gates.png
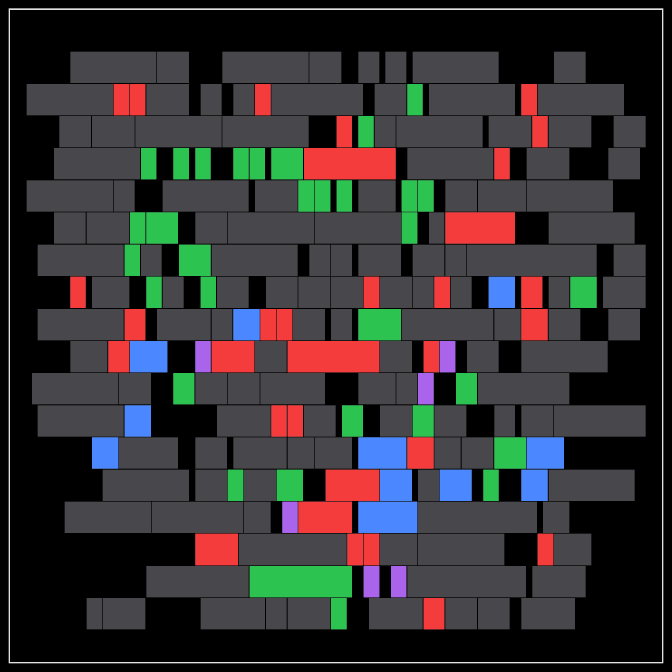
ff_map.png
Scale bar: 20 um. Other sequential cells in the stronger gray, the rest of the logic in the fainter gray.
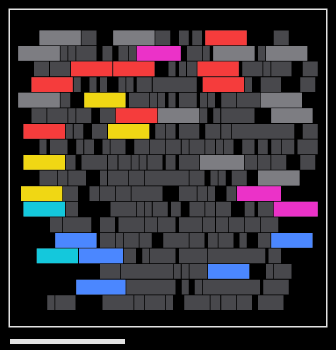
Design uart_rx, sky130hd; sources not shown.
==> ds_physical_params.txt <==
Physical implementation characteristics

Parameter                              Value

Run status
  Run status    completed

Synth
  Proportion of synthesized flip-flops having asynchronous set or reset    0%
  Avg Inst Size Synth    8.737 um^2
  Mux contribution to synthesized area    5.149%
  Adder Share, Synth    3.218%
  Most used DFF post-synth    sky130_fd_sc_hd__dfxtp_1
  Count of flip-flops with a built-in enable after synthesis    0
  Share of the synthesized netlist area taken by xor and xnor gates    1.126%
  Synthesized net count    186
  Synthesis-stage register bit count    33
  Yosys top cell by area    sky130_fd_sc_hd__dfxtp_1
  Netlist Area Pre-Place    1555 um^2
  Commonest cells in the netlist    sky130_fd_sc_hd__dfxtp_1 (33), sky130_fd_sc_hd__nand2_1 (20), sky130_fd_sc_hd__a21oi_1 (18), sky130_fd_sc_hd__nor2_1 (18), sky130_fd_sc_hd__mux2i_1 (8)
  Fraction of the mapped netlist area in compound gates    17.30%
  Chip Area, Yosys    1555 um^2
  Largest combinational cell category by area    simple AND/OR/NAND/NOR gates
  Portion of the post-synthesis area used by sequential elements    42.48%
  Distinct lib cells used    42
  Number of warnings issued by yosys    0
  Instance tally after logic synthesis    178
  Dominant cell area share    42.48%

Power and ir drop
  Static Leak    0.7475 nW
  Clk. pwr    0.000494 W
  PnR Total Power    0.001841 W
  Int Pwr    0.001260 W
  Power in combinational cells    0.000587 W
  Fraction of power consumed by combinational cells    31.9%
  Largest power group    sequential cells
  Clock network power share    26.8%
  Power density relative to cell area    913.2 nW/um^2
  Switching power summed over all nets    0.0005808 W
  Max IR drop VDD    0.0006901 V
  Switching part of the total    31.56%
  Sequential fraction of design power    41.3%

Placement
  Dpl cell area    1718 um^2
  IO Port Bufs    14
  Instance count after placement with tap cells included    218
  Post-place setup slack    365.8 ps
  Post-DP HPWL    2207 um

Die
  Site Rows    18
  Horizontal die dimension    55.18 um
  Initial cell density of the core    60.58%
  Vertical die dimension    55.18 um
  Chip area    3044 um^2
  Top Ports    16

Routing
  Average wire length per cell after detail routing    16.02 um
  Sum of met3 wire segment lengths after detailed routing    289 um
  DR top layer    met4
  WL met1    1616 um
  Count of vias placed by the detailed router    1,486
  Routed Wire Length    3813 um
  Count of nets left with antenna violations after detail routing    0
  Wire length on met2    1768 um
  Vias per inst    6.244
  Drt pass-1 iters    4

Timing
  Fin crit period    1721 ps
  Final setup skew    12.29 ps
  Post-layout period usage of the worst path    81.96%
  Total negative setup slack    0 ps
  Setup repair after global routing missed its margin    yes
  Final Hold Viols    0
  Crit path setup slack, layout    378.8 ps
  Achievable clock frequency    0.5810 GHz
  Setup violators final    0

Cells and area
  Share of layout cells above drive strength 1    32.69%
  Post-route standard cell area excluding fillers    2016 um^2
  Area growth from synthesis to layout    29.61%
  Diodes inserted    0
  NumNets Final    215

Critical path
  Levels on crit path    4
  Cell Chain, Critical Path    or4b_4 -> o32ai_4 -> nand2_1 -> a221oi_2
  Worst EP required    2340 ps
  CP max FO    10
  CP top delay family    simple AND/OR/NAND/NOR gates
  Worst Setup End Kind    register
  Arrival time of data at the critical path endpoint    1960 ps
  Worst setup slack for register-to-register paths    380 ps
  Path type of the worst setup path    register to register
  Largest stage delay on the critical path    580 ps
  Critical-path cell with the highest stage delay    sky130_fd_sc_hd__or4b_4
  Number of cells traversed by the worst register-to-register path    4
  Category of the worst setup path launch point    register

Clock tree
  Buffers inserted during post-CTS setup optimization    5
  Buffer type at the clock tree root    sky130_fd_sc_hd__clkbuf_4
  CTS tree    built
  Clock Tree Buf Depth    2
  TritonCTS buffer count    5
  Clock latency on the worst-skew pair    330 ps
  CTS HTree Levels    2
  Number of buffers inserted by hold repair at cts    0
  Number of clock sinks seen by CTS    33

GRT
  Number of global-route vias before repair    1,239
  Remaining Overflow, GRT    0
  Wire length of the first global-routing pass    5692 um
  Met1 GRT Util    33.89%
  GRT busiest layer    met2
  Overall fraction of global-route tracks in use    26.90%
  Largest net degree at the start of global routing    18
  Number of antenna violations at the first check in global routing    0
  Met3 Usage GRT    10.11%
  Met2 routing resource usage after global routing    41.16%

Hold path
  Worst Hold Class    register to register
  Hold path cells    1

Job
  OpenROAD warnings    30
## Picture notes: gates.png
blue -> and/or cells  # cells 11
purple -> inv cells  # cells 6
red -> nor cells  # cells 31, where widely spread
green -> nand cells  # cells 32
final instance count without filler cells: 238
leading cell type in the layout, fill and taps excluded: sky130_fd_sc_hd__buf_4
multi-input combinational area share: 47.05%

## Picture notes: ff_map.png
blue -> ccnt_q  # placed flops 5
cyan -> u_sync.sync_q  # placed flops 2
magenta -> state_q  # placed flops 3
yellow -> bcnt_q  # placed flops 4, where middle left
red -> shift_q  # placed flops 8
share of cell area taken by flip-flops and latches: 33.27%
sequential cell power: 0.000760 W
area used by sequential logic in the layout: 670.6 um^2
Util after Layout: 78.51%

cell usage in the layout, fill, tap and decap left out, drive strengths merged, types with 2 or more instances in the layout:
cell type	instances
dfxtp	33
buf	29
nand2	20
nor2	18
a21oi	18
mux2i	8
clkbuf	7
nor3	7
inv	6
nand3	5
a211oi	5
a31oi	4
nand3b	4
ha	4
or2	3
clkdlybuf4s50	3
nor4	3
o21ai	3
and3b	2
a211o	2
o32ai	2
xnor2	2
nor2b	2
or3	2
area by class of cell:
| cell class | instances | area [um^2] |
|---|---|---|
| Multi-Input combinational cell | 129 | 948.4 |
| Sequential cell | 33 | 670.6 |
| Fill cell | 161 | 551.8 |
| Timing Repair Buffer | 32 | 251.5 |
| Clock buffer | 7 | 55.05 |
| Tap cell | 30 | 37.54 |
| Clock inverter | 1 | 30.03 |
| Inverter | 6 | 22.52 |
No activity file was given, so power comes from the tool's default toggle rates.
